## src/rtl/int_generator.sv

```systemverilog
// rtl/int_generator.sv - scheduled interrupt source with write-acknowledge, overrun flag and assertion count
module int_generator #(
    parameter logic [31:0] INT_ADDR    = 32'h0000_7F20,
    parameter int unsigned FIRST_DELAY = 100,
    parameter int unsigned PERIOD      = 200,
    parameter int unsigned MAX_IRQ     = 0
) (
    input  logic        clk,
    input  logic        reset,
    input  logic [31:0] m_int_addr,
    input  logic [3:0]  m_int_byteen,
    output logic        interrupt,
    output logic [15:0] irq_count,
    output logic        overrun
);

    localparam logic [31:0] FIRST_LOAD  = 32'(FIRST_DELAY - 1);
    localparam logic [31:0] PERIOD_LOAD = 32'(PERIOD - 1);

    typedef enum logic [1:0] {
        S_WAIT,
        S_ASSERT,
        S_DONE
    } state_t;

    state_t      state, state_next;
    logic [31:0] cnt, cnt_next;
    logic [31:0] pend, pend_next;
    logic        interrupt_next;
    logic [15:0] irq_count_next;
    logic        overrun_next;
    logic        ack;
    logic        limit_hit;

    // Byte-lane bits of the address are ignored; any enabled byte counts as a write.
    assign ack       = (m_int_addr[31:2] == INT_ADDR[31:2]) && (|m_int_byteen);
    assign limit_hit = (MAX_IRQ != 0) && ({16'd0, irq_count} >= MAX_IRQ);

    always_comb begin
        state_next     = state;
        cnt_next       = cnt;
        pend_next      = pend;
        interrupt_next = interrupt;
        irq_count_next = irq_count;
        overrun_next   = overrun;
        case (state)
            S_WAIT: begin
                if (cnt == 32'd0) begin
                    state_next     = S_ASSERT;
                    interrupt_next = 1'b1;
                    pend_next      = 32'd0;
                    if (irq_count != 16'hFFFF)
                        irq_count_next = irq_count + 16'd1;
                end else begin
                    cnt_next = cnt - 32'd1;
                end
            end
            S_ASSERT: begin
                // Acknowledge takes priority over the overrun threshold in the same cycle.
                if (ack) begin
                    interrupt_next = 1'b0;
                    pend_next      = 32'd0;
                    cnt_next       = PERIOD_LOAD;
                    state_next     = limit_hit ? S_DONE : S_WAIT;
                end else if (pend == PERIOD_LOAD) begin
                    overrun_next = 1'b1;
                end else begin
                    pend_next = pend + 32'd1;
                end
            end
            S_DONE: begin
                interrupt_next = 1'b0;
            end
            default: begin
                state_next = S_WAIT;
            end
        endcase
    end

    always_ff @(posedge clk) begin
        if (reset) begin
            state     <= S_WAIT;
            cnt       <= FIRST_LOAD;
            pend      <= 32'd0;
            interrupt <= 1'b0;
            irq_count <= 16'd0;
            overrun   <= 1'b0;
        end else begin
            state     <= state_next;
            cnt       <= cnt_next;
            pend      <= pend_next;
            interrupt <= interrupt_next;
            irq_count <= irq_count_next;
            overrun   <= overrun_next;
        end
    end

endmodule

```

## config.mk

```make
export PLATFORM = sky130hd
export DESIGN_NAME = int_generator
export DESIGN_NICKNAME = d
export VERILOG_FILES = /design/src/rtl/int_generator.sv
export SDC_FILE = /design/constraint.sdc
export NUM_CORES = 1
export LEC_CHECK = 0
export ABC_AREA = 1
export CORE_MARGIN = 3
export CORE_UTILIZATION = 60
export DETAILED_ROUTE_END_ITERATION = 7
export PLACE_DENSITY = 0.83
export RECOVER_POWER = 25
export SYNTH_ARGS = -nofsm -noshare
export SYNTH_HDL_FRONTEND = slang
export SYNTH_SLANG_ARGS = --single-unit
```

## constraint.sdc

```tcl
create_clock -name clk -period 5.3 [get_ports clk]
set_input_delay 0.795 -clock clk [delete_from_list [all_inputs] [get_ports clk]]
set_output_delay 0.795 -clock clk [all_outputs]
set_load 0.1 [all_outputs]
```

==> run_1/met1.png <==
Scale: 4 px per micron.
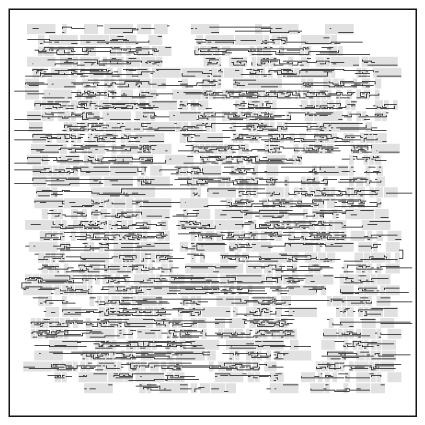
The longest straight run is 30.4 microns. The layer holds 44% of the routed length. 902 nets have wire on it. The wires run mostly horizontal.

==> run_1/met2.png <==
Scale: 4 px per micron.
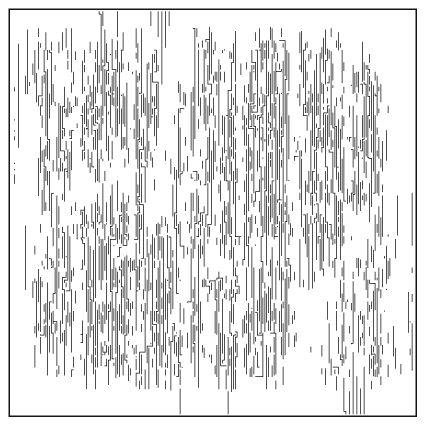
The longest straight run is 35.7 microns. The layer holds 48% of the routed length. 769 nets have wire on it. The wires run mostly vertical.

==> run_1/met3.png <==
Scale: 3 px per micron.
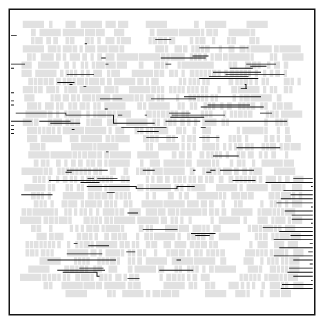
The layer carries 923 microns of wire. The longest straight run is 27.1 microns. 92 nets have wire on it. The layer holds 6.7% of the routed length. The wires run mostly horizontal.

==> run 1: power by group <==
part	leakage, uW	internal (uW)	switching [uW]
logic	0.00160	33.6	30.9
clock network	0.000110	246	244
registers	0.000661	619	3.93
==> run 1: stage by stage <==
stage	hold WS, ns	setup WS, ns
CTS	0.482	2.49
detailed placement	0.466	2.48
finish	0.479	2.04
floorplan	0.452	2.88
global placement	0.464	2.52
global route	0.518	1.73
==> run 1: path summary, 6_finish.rpt <==
path / startpoint / to / slack (ns) / cells past startpoint
setup / recovery: m_int_addr[29] / cnt[28] / 2.04 / 13
hold / removal: overrun / overrun / 0.48 / 2
setup reg to reg: state[0] / cnt[28] / 2.59 / 8
hold reg to reg: overrun / overrun / 0.48 / 2
==> run notes, run 1 <==
Physical implementation

The run finished with clean final reports. After layout, the worst path uses 61.5% of the clock period. Yosys mapped the design onto 42 distinct sky130hd cell types. Port buffering added 53 buffers. The fraction of standard cell area that is sequential is 26.6%. Setup repair after global routing left no endpoint under its margin. According to the report, the first pass of detailed routing completed in 5 iterations. The post-route cell area is between 6000 and 7000 sq um.

In the Yosys report, the sequential cells make up 30.1% of the chip area. The layer flagged by global routing as most heavily used is met2. The cell-mix breakdown from Yosys lists the compound-gate area share as 10.3%.

Among all cell types in the netlist, the one instantiated most often is sky130_fd_sc_hd__nand2_1. The cell count after placement is 1019. The via count of the first global-routing pass is between 5000 and 6000. The synthesized-area fraction occupied by xor and xnor cells is 3.85%.

In the synthesized netlist the dominant register cell turns out to be sky130_fd_sc_hd__dfxtp_1. Row generation in the floorplan step produced 34 rows. The number of sequential storage elements is slightly above 80. Warnings raised by the tools during the run amount to 28.

Per STA, the highest per-stage delay on the worst path measures 0.54 ns. The I/O pin total is 56. The global routing usage on met1 is about a third. The post-CTS setup buffer count is 0. Data on the critical path arrives at its endpoint at roughly 3.5 ns. The number of nets in the synthesized netlist is 918. The count of synthesis-stage warnings from yosys is 0. The total overflow reported by the global router is 0. Cells fill 70.5% of the core in the end. The met2 routing resource usage after global routing is 47.4%.

The detailed router reports a met3 wire length of 923 microns. The flow measured a signed area growth from synthesis to layout of 13.3%. Measured along the x axis, the die boundary spans 101 microns. The launching element type of the critical path is a primary input. The worst setup path is captured at a flop.

The shortest clock period the worst path allows after layout is ~3.3 ns. On the reported timing paths, the clock transition at the registers reads 0.08 ns.
==> run 2: changes to the inputs <==
--- a/config.mk
+++ b/config.mk
@@ -7,9 +7,9 @@
 export LEC_CHECK = 0
 export ABC_AREA = 1
 export CORE_MARGIN = 3
-export CORE_UTILIZATION = 60
+export CORE_UTILIZATION = 52
 export DETAILED_ROUTE_END_ITERATION = 7
-export PLACE_DENSITY = 0.83
+export PLACE_DENSITY = 0.76
 export RECOVER_POWER = 25
 export SYNTH_ARGS = -nofsm -noshare
 export SYNTH_HDL_FRONTEND = slang
==> constraint.sdc (replaced) <==
create_clock -name clk -period 2.95 [get_ports clk]
set_input_delay 0.4425 -clock clk [delete_from_list [all_inputs] [get_ports clk]]
set_output_delay 0.4425 -clock clk [all_outputs]
set_load 0.1 [all_outputs]
==> run_2/met2.png <==
Scale: 4 px per micron.
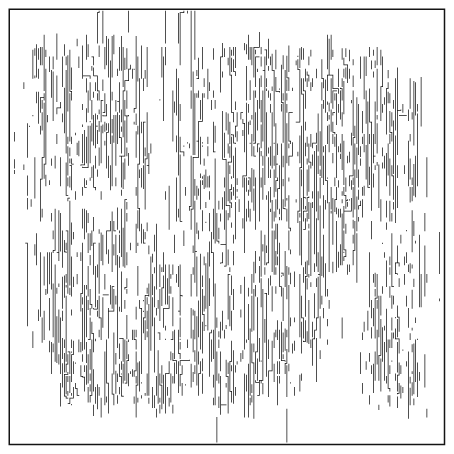
The wires run mostly vertical. 773 nets have wire on it. The layer holds 47% of the routed length.

==> run_2/final_congestion.png <==
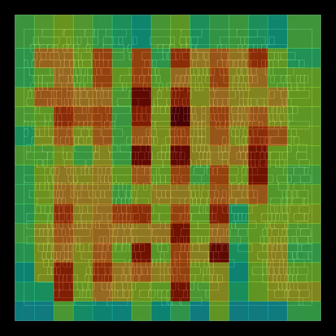
core occupancy in the finished layout: 61.3%
M2 GR Usage: 43.4%
GRT Overall Usage: 25.9%
GR Util met1: 32.8%
met3 Use GR: 6.33%

==> run notes, run 2 <==
Physical implementation

The layer flagged by global routing as most heavily used is met2. The I/O pin total is 56 (unchanged). The die boundary width is 108 microns (+7.0%). The complex-gate fraction of the synthesized area is 10.3% (unchanged). The post-synthesis to final-layout area growth is 12.4%. The switching component of the power came to 509 uW (+83%). The switching power as a share of total power is 24.5% (+0.89 points).

TritonCTS built the clock tree. The main flop type after synthesis is sky130_fd_sc_hd__dfxtp_1. The power in sequential cells is 1120 uW (+80%). The final critical-path share of the clock period is 79.4%.

The type of destination of the critical path is an output pin. The number of cell rows is 36 (+5.9%). The stage delay of the slowest cell on the critical path was 0.89 ns (+0.35 ns). The synthesized-area fraction occupied by xor and xnor cells was 3.85% (unchanged). The count of input and output buffers is 53 (unchanged). The layout has roughly 1000 filler cells. The portion of synthesized area spent on multiplexers is 0%.

The clock network fraction of total power is 40.4% (-1.2 points). The post-route cell area is 6130 sq um (-0.83%). The cell count after placement is 1048 (+2.8%).

The met3 layer wire length in the routed design is 1180 microns (+28%). The sequential fraction of design power is 53.9% (+1.0 points). STA classifies the critical path startpoint as a flop. The dominant cell by count in the synthesized netlist is sky130_fd_sc_hd__nand2_1. The pre-CTS setup slack is 0.511 ns (-1.97 ns). The proportion of power drawn by combinational gates is 5.7% (+0.2 points). The largest registers in the layout are cnt x32, pend x32, irq_count x16. The share of synthesized area occupied by flip-flops and latches is 30.1% (unchanged).

The tool warning count is 28 (unchanged). The via count of the first global-routing pass is 5436 (+2.3%). The flow ran to the end, and the final reports show no timing, DRC or antenna violations. The total overflow reported by the global router is 0 (unchanged). The number of nets in the synthesized netlist is 918 (unchanged). The power in combinational cells is 118 uW (+83%). The post-CTS setup buffer count is 0 (unchanged). The group with the largest share of power is sequential cells. The number of different library cells in the post-synthesis netlist is 42 (unchanged). The static power due to leakage is approximately 0.0023 uW. The data arrival time of the worst path is 1.90 ns (-1.58 ns). Setup repair after global routing left no endpoint under its margin.

Dividing the detail-routed via count by the number of cells gives about 5.5. The number of optimization iterations in the first detailed-route pass came to 5 (unchanged). The power attributed to the clock group is 837 uW (+71%).
-- run 2: cell counts after synthesis --
Identical to the previous run, type by type.
-- run 2: final cells by class --
class / count / share of cell area [%]
multi-input cells: 687 / 54.5
flip-flops and latches: 82 / 26.8
repair buffers: 59 / 7.41
inverters: 87 / 5.43
well taps: 133 / 2.71
clock buffers: 10 / 2.08
clock inverters: 6 / 1.06
-- run 2: cell families after synthesis --
kind of cell,count (synthesis)
simple gates,554
buf+inv,108
compound gates,106
flops,82
xor+xnor,24
fa+ha+maj,3
-- run 2: path summary, 6_finish.rpt --
kind / cells after the start / slack (ns) / end / from
max: 2 / 0.61 / interrupt / state[0]
min: 2 / 0.46 / overrun / overrun
max reg2reg: 11 / 0.70 / pend[20] / cnt[0]
min reg2reg: 2 / 0.46 / overrun / overrun
==> run 3: changes to the inputs <==
--- a/config.mk
+++ b/config.mk
@@ -7,9 +7,9 @@
 export LEC_CHECK = 0
 export ABC_AREA = 1
 export CORE_MARGIN = 3
-export CORE_UTILIZATION = 52
+export CORE_UTILIZATION = 58
 export DETAILED_ROUTE_END_ITERATION = 7
-export PLACE_DENSITY = 0.76
+export PLACE_DENSITY = 0.8
 export RECOVER_POWER = 25
 export SYNTH_ARGS = -nofsm -noshare
 export SYNTH_HDL_FRONTEND = slang
==> constraint.sdc (replaced) <==
create_clock -name clk -period 2.2 [get_ports clk]
set_input_delay 0.33 -clock clk [delete_from_list [all_inputs] [get_ports clk]]
set_output_delay 0.33 -clock clk [all_outputs]
set_load 0.1 [all_outputs]
==> run_3/met1.png <==
Scale: 4 px per micron.
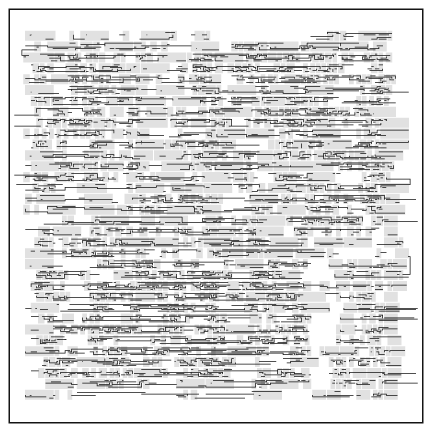
The wires run mostly horizontal. The layer holds 45% of the routed length.

==> run_3/met2.png <==
Scale: 4 px per micron.
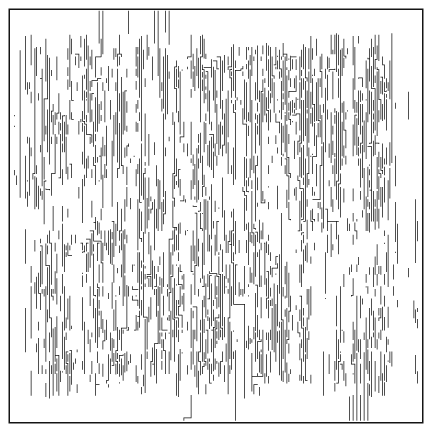
777 nets have wire on it. The wires run mostly vertical. The layer carries 6630 microns of wire.

==> run notes, run 3 <==
Physical implementation

The flow ran to the end, and the final reports show no timing, DRC or antenna violations. The number of optimization iterations in the first detailed-route pass is 5 (unchanged). Per the timing report, the most critical flop-to-flop path finishes at cnt[3]. The worst-case hold path end point is cnt[17]. The proportion of synthesized area in mux cells is 0% (unchanged). Compared with the post-synthesis result, the final layout area differs by 13.9%. The core utilization of the finished layout came to 69.6% (+8.3 points).

The proportion of power drawn by combinational gates is 5.8% (about the same). The tool warning count is 28 (unchanged). The clock network fraction of total power is 40.5% (about the same).

The number of vias per cell after detailed routing is 5.63 (+2.2%). TritonCTS built the clock tree. The worst register-to-register path begins at cnt[0]. The final timing summary puts the cycle share of the worst path at 89.8%. The number of different library cells in the post-synthesis netlist is 42 (unchanged). The dominant cell by count in the synthesized netlist is sky130_fd_sc_hd__nand2_1. The count of cells along the worst hold path is 4 (+2). The cell count after placement is 1030 (-1.7%). The power in combinational cells came to 162 uW (+37%). The power in sequential cells is 1500 uW (+34%). The launch point of the worst path is cnt[0].

The switching component of the power is 684 uW (+34%). The number of cell rows is 34 (-5.6%). The sequential fraction of design power is 53.7% (-0.2 points).
run 3: cell counts after synthesis:
Identical to the previous run, type by type.
run 3: area by class of cell:
type	count	area (sq um)
Multi-Input combinational cell	687	3350
Fill cell	814	2720
Inverter	87	333
Sequential cell	82	1650
Tap cell	108	135
Clock buffer	9	124
Timing Repair Buffer	66	551
Clock inverter	7	76.3
run 3: metal layers:
layer / vias to the layer above / part of all wire [%] / wire length (microns) / GRT usage, %
met1: 2694 / 45 / 6460 / 36.3
met4: 0 / 1.1 / 159 / 8.57
met2: 213 / 46 / 6630 / 46.3
met5: - / 0 / 0 / 0
li1: 2960 / - / - / -
met3: 20 / 7.4 / 1060 / 4.40
Power is estimated from default activity; no workload was simulated.
